$ cat config.mk
export PLATFORM = sky130hd
export DESIGN_NAME = nmux_buf
export DESIGN_NICKNAME = d
export VERILOG_FILES = /design/src/rtl/nmux_pkg.sv /design/src/rtl/nmux_sel.sv /design/src/rtl/nmux_buf.sv
export SDC_FILE = /design/constraint.sdc
export NUM_CORES = 1
export LEC_CHECK = 0
export ABC_AREA = 1
export CORE_UTILIZATION = 30
export DETAILED_ROUTE_END_ITERATION = 8
export GPL_TIMING_DRIVEN = 0
export HOLD_SLACK_MARGIN = 0.06
export SLEW_MARGIN = 5
export SYNTH_ARGS = -nofsm -noshare
export SYNTH_HDL_FRONTEND = slang
export SYNTH_SLANG_ARGS = --single-unit
$ cat constraint.sdc
create_clock -name clk -period 2 [get_ports clk]
set_clock_uncertainty 0.15 [all_clocks]
set_input_delay 0.6 -clock clk [delete_from_list [all_inputs] [get_ports clk]]
set_output_delay 0.6 -clock clk [all_outputs]
set_load 0.02 [all_outputs]
$ cat src/rtl/nmux_pkg.sv
// Shared helpers for the nmux selector family: select-width math, buffer depth
// and the in_bus channel slicing rule.
package nmux_pkg;

   localparam int BUF_DEPTH = 2;

   function automatic int clog2(input int n);
      int r;
      int v;
      r = 0;
      v = n - 1;
      while (v > 0) begin
         r++;
         v = v >> 1;
      end
      return r;
   endfunction

   // Channel k of a flattened bus sits at bits [k*w +: w].
   function automatic int chan_lsb(input int k, input int w);
      return k * w;
   endfunction

endpackage

$ cat src/rtl/nmux_sel.sv
// Combinational NUM_IN:1 WIDTH-bit selector; an out-of-range select yields
// zero data and raises oor.
module nmux_sel
   import nmux_pkg::*;
#(
   parameter  int WIDTH  = 5,
   parameter  int NUM_IN = 4,
   localparam int SEL_W  = clog2(NUM_IN)
) (
   input  logic [NUM_IN*WIDTH-1:0] in_bus,
   input  logic [SEL_W-1:0]        sel,
   output logic [WIDTH-1:0]        data,
   output logic                    oor
);

   always_comb begin
      data = '0;
      oor  = 1'b1;
      for (int k = 0; k < NUM_IN; k++) begin
         if (sel == SEL_W'(k)) begin
            data = in_bus[chan_lsb(k, WIDTH) +: WIDTH];
            oor  = 1'b0;
         end
      end
   end

endmodule

$ cat src/rtl/nmux_buf.sv
// N-way selector feeding a registered 2-entry valid/ready buffer.
// Optional NMUX_BUF_ERRCNT_EN adds a saturating err_cnt of out-of-range selects.
module nmux_buf
   import nmux_pkg::*;
#(
   parameter  int WIDTH  = 5,
   parameter  int NUM_IN = 4,
   localparam int SEL_W  = clog2(NUM_IN)
) (
   input  logic                    clk,
   input  logic                    rst_n,
   input  logic [NUM_IN*WIDTH-1:0] in_bus,
   input  logic [SEL_W-1:0]        sel,
   input  logic                    in_valid,
   output logic                    in_ready,
   output logic [WIDTH-1:0]        out_data,
   output logic                    out_valid,
   input  logic                    out_ready,
   output logic                    sel_err
`ifdef NMUX_BUF_ERRCNT_EN
   ,
   output logic [7:0]              err_cnt
`endif
);

   localparam logic [1:0] FULL = 2'(BUF_DEPTH);

   logic [WIDTH-1:0] sel_data;
   logic             sel_oor;
   logic             push;
   logic             pop;

   logic [WIDTH-1:0] entry_q [BUF_DEPTH];
   logic [WIDTH-1:0] entry_d [BUF_DEPTH];
   logic [1:0]       count_q, count_d;
   logic             head_q, head_d;
   logic             tail_q, tail_d;
   logic             sel_err_q, sel_err_d;
`ifdef NMUX_BUF_ERRCNT_EN
   logic [7:0]       err_cnt_q, err_cnt_d;
`endif

   nmux_sel #(
      .WIDTH  (WIDTH),
      .NUM_IN (NUM_IN)
   ) u_sel (
      .in_bus (in_bus),
      .sel    (sel),
      .data   (sel_data),
      .oor    (sel_oor)
   );

   // Ready depends on the count register only: no ready-to-ready path.
   assign in_ready  = (count_q != FULL);
   assign out_valid = (count_q != 2'd0);
   assign out_data  = out_valid ? entry_q[head_q] : '0;
   assign sel_err   = sel_err_q;
`ifdef NMUX_BUF_ERRCNT_EN
   assign err_cnt   = err_cnt_q;
`endif

   assign push = in_valid & in_ready;
   assign pop  = out_valid & out_ready;

   always_comb begin
      entry_d   = entry_q;
      count_d   = count_q;
      head_d    = head_q;
      tail_d    = tail_q;
      sel_err_d = 1'b0;
`ifdef NMUX_BUF_ERRCNT_EN
      err_cnt_d = err_cnt_q;
`endif
      if (push) begin
         entry_d[tail_q] = sel_data;
         tail_d          = ~tail_q;
         sel_err_d       = sel_oor;
`ifdef NMUX_BUF_ERRCNT_EN
         if (sel_oor && (err_cnt_q != 8'hFF)) begin
            err_cnt_d = err_cnt_q + 8'd1;
         end
`endif
      end
      if (pop) begin
         head_d = ~head_q;
      end
      case ({push, pop})
         2'b10:   count_d = count_q + 2'd1;
         2'b01:   count_d = count_q - 2'd1;
         default: count_d = count_q;
      endcase
   end

   always_ff @(posedge clk or negedge rst_n) begin
      if (!rst_n) begin
         for (int i = 0; i < BUF_DEPTH; i++) begin
            entry_q[i] <= '0;
         end
         count_q   <= 2'd0;
         head_q    <= 1'b0;
         tail_q    <= 1'b0;
         sel_err_q <= 1'b0;
`ifdef NMUX_BUF_ERRCNT_EN
         err_cnt_q <= 8'd0;
`endif
      end else begin
         entry_q   <= entry_d;
         count_q   <= count_d;
         head_q    <= head_d;
         tail_q    <= tail_d;
         sel_err_q <= sel_err_d;
`ifdef NMUX_BUF_ERRCNT_EN
         err_cnt_q <= err_cnt_d;
`endif
      end
   end

endmodule

### Signal wires by layer, run 1

Only two layers are drawn.
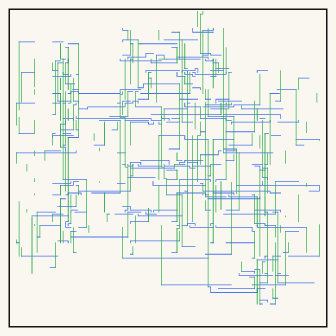
legend:
  blue:
    layer: M1
    wire_length: 842 µm
  green:
    layer: M2
    wire_length: 974 µm
vias: 869
Wirelength per Cell: 10.9 µm
DRT Wirelength: 2010 µm
GRT Total Usage: 13.6%

### Sequential cells grouped by signal name, run 1

The bar under the picture is 20 µm long.
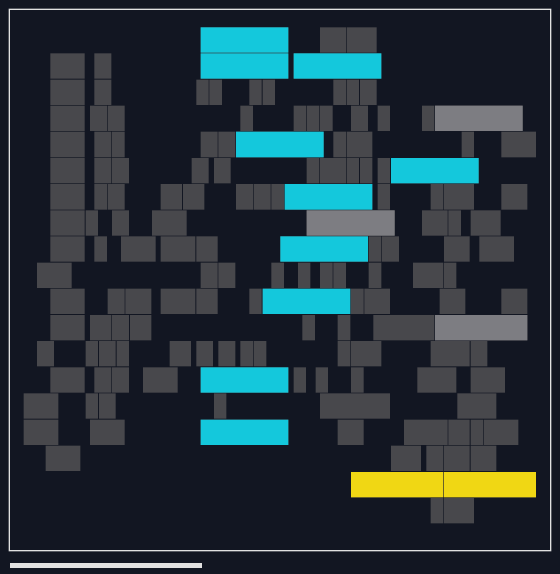
legend:
  cyan:
    signal: `entry_q`
    sequential_cells: 10
  yellow:
    signal: `count_q`
    sequential_cells: 2
P_seq: 0.000564 W
Reg area: 379 µm²
Core Util, Final: 47.1%

==> results.sh, run 1 <==
# flow metrics
export IMPL_n_fill_cell=296
export IMPL_crit_chain="nor2_4 > buf_4 > a21oi_1 > buf_4"
export IMPL_cts_setup_buffers=5
export IMPL_yosysChipArea_um2=880
export IMPL_edf_count=0
export IMPL_die_h_um=56.1
export IMPL_status="finished clean"
export IMPL_critPathKind="flip-flop to output pin"
export IMPL_cts_tree="yes"
export IMPL_synth_area_um2=880
export IMPL_comb_cells=88
export IMPL_synth_xor_area_share_pct=2.99
export IMPL_top_register="entry_q"
export IMPL_n_all_inverters=8
export IMPL_yosys_top_cells_area="dfrtp_1 (43%), nand2_1 (16%), nand3_1 (11%), or2_1 (3.6%), a21oi_1 (3.4%)"
export IMPL_yosysTopAreaCell="dfrtp_1"
export IMPL_crit_top_cell="buf_4"
export IMPL_rsz0062_at_grt="yes"
export IMPL_warnings=27
export IMPL_async_flop_share_pct=100
export IMPL_p_total_w=0.00163
export IMPL_slew_headroom_pct=55.0
export IMPL_cts_hold_buf=0
export IMPL_synthFlopType="dfrtp_1"
export IMPL_use_met3_pct=4.42
export IMPL_slowest_stage="dfrtp_2"
export IMPL_place_gp_congestion=0.729
export IMPL_grt_pass1_vias=858
### Wiring heat map, run 1

The die is cut into 11 by 11 equal tiles; dark blue is low, red is high, scaled to the fullest tile. Values are wire area over tile area, all layers added.
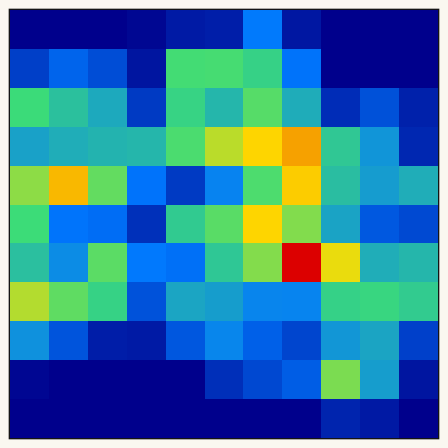
tiles over half the peak: 18%
nearly empty tiles: 20%
mean over tiles: 0.11
fullest tile: 0.37

### Port wiring, run 1

The bar under the picture is 20 µm long.
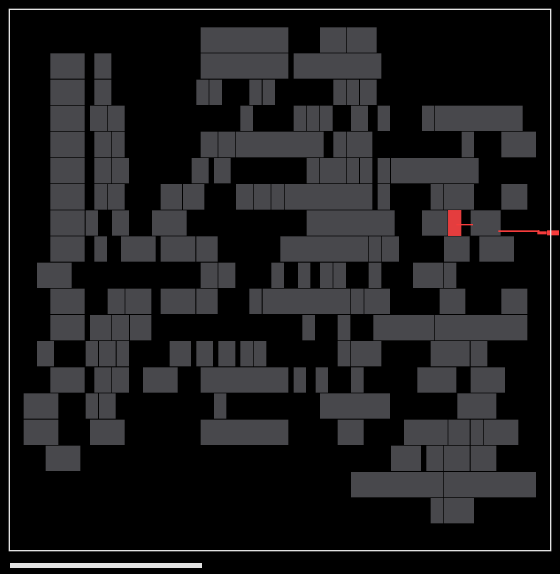
legend:
  red:
    port: `out_valid`
    direction: output
    end_cells: 1
    buffers: 1
    wire: 6.60 µm
Port Buffers: 32
number of I/O pins: 34

[run 1: worst paths after layout]
path,slack (ps),endpoint,from,depth (start not counted)
worst max-delay path,50,out_data[0],count_q[0],4
worst min-delay path,340,entry_q[7],entry_q[7],2
worst max register to register,320,count_q[1],count_q[0],7
worst min register to register,340,entry_q[7],entry_q[7],2
max in group asynchronous,670,head_q,rst_n,1
min in group asynchronous,560,entry_q[3],rst_n,1
[run 1: per-layer routing]
layer / part of all wire, % / up-vias
li1: - / 448
met1: 42 / 379
met2: 48 / 40
met3: 9.2 / 2
met4: 0.45 / 0
met5: 0 / -
[run 1: power by group]
group	switching [W]	total (W)	internal, W	leakage, nW
clock	0.0000980	0.000176	0.0000775	0.0150
combinational	0.000485	0.000895	0.000410	0.422
sequential	0.000116	0.000564	0.000447	0.181
total	0.000700	0.00163	0.000934	0.618
### The clock network, run 1

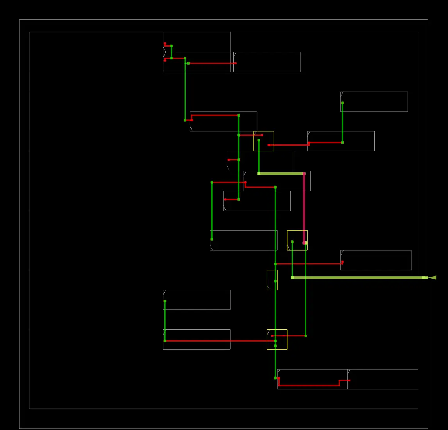

--- run 2 (diff from run 1) ---
--- a/config.mk
+++ b/config.mk
@@ -7,9 +7,11 @@
 export LEC_CHECK = 0
 export ABC_AREA = 1
 export CORE_UTILIZATION = 30
+export CTS_CLUSTER_DIAMETER = 150
 export DETAILED_ROUTE_END_ITERATION = 8
 export GPL_TIMING_DRIVEN = 0
 export HOLD_SLACK_MARGIN = 0.06
+export RECOVER_POWER = 100
 export SLEW_MARGIN = 5
 export SYNTH_ARGS = -nofsm -noshare
 export SYNTH_HDL_FRONTEND = slang
### The clock network, run 2

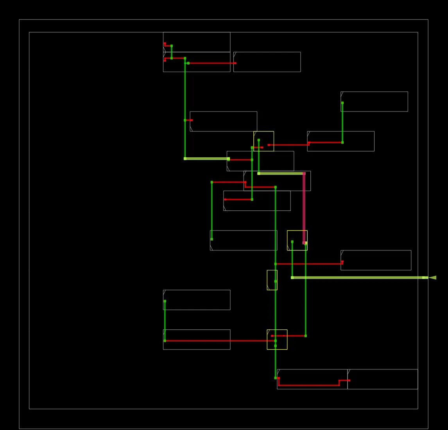
clock sinks: 15
clock buffers: 4
Seq cells: 15
Late-Pin Clk Latency: 290 ps
TritonCTS Buffers: 3

==> results.sh, run 2 <==
# flow metrics
export IMPL_warnings=27
export IMPL_wl_met1_um=834
export IMPL_r2r_end="count_q[1]"
export IMPL_p_int_w=0.000927
export IMPL_cts_tree="yes"
export IMPL_n_fill_cell=297
export IMPL_use_met3_pct=4.42
export IMPL_synthFlopType="dfrtp_1"
export IMPL_maxPowerGroup="combinational logic"
export IMPL_comb_cells=88
export IMPL_vias=865
export IMPL_yosysTopAreaCell="dfrtp_1"
export IMPL_num_io_pins=34
export IMPL_p_sw_share_pct=42.8
export IMPL_cts_setup_buffers=5
export IMPL_place_gp_congestion=0.729
export IMPL_r2r_slack_ps=310
export IMPL_synth_area_um2=880
export IMPL_pg_comb_w=0.000889
export IMPL_status="finished clean"
export IMPL_r2r_cells=7
export IMPL_io_buffer_count=32
export IMPL_seq_area_um2=379
export IMPL_grtUsageTotal_pct=13.6
### Sequential cells grouped by signal name, run 2

The bar under the picture is 20 µm long.
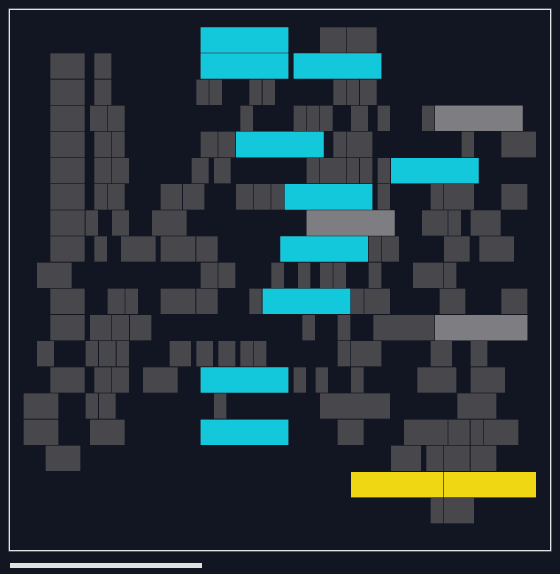
legend:
  cyan:
    signal: `entry_q`
    sequential_cells: 10
  yellow:
    signal: `count_q`
    sequential_cells: 2
Seq area share: 29.4%
Core Util, Final: 46.8%
P_seq: 0.000556 W

## run 2: kinds of logic after synthesis
logic type | after synthesis | share of synthesized area [%]
XOR/XNOR | 3 | 2.99
flip-flops | 15 | 42.7
adder cells (fa/ha/maj) | 1 | 1.42
AND/OR/NAND/NOR | 72 | 41.0
AND-OR/OR-AND | 11 | 6.26
buffers and inverters | 11 | 5.26
other | 1 | 0.426
## run 2: how the worst max path moves through the flow
stage	startpoint	endpoint	slack, ps	depth (start not counted)
2_1_floorplan	head_q	out_data[0]	230	4
3_3_place_gp	head_q	out_data[3]	-280	5
3_5_place_dp	head_q	out_data[3]	-300	5
4_1_cts	head_q	out_data[3]	10	4
5_1_grt	count_q[0]	out_data[0]	-20	4
6_report	in_valid	count_q[1]	40	6
Power is estimated from default activity; no workload was simulated.
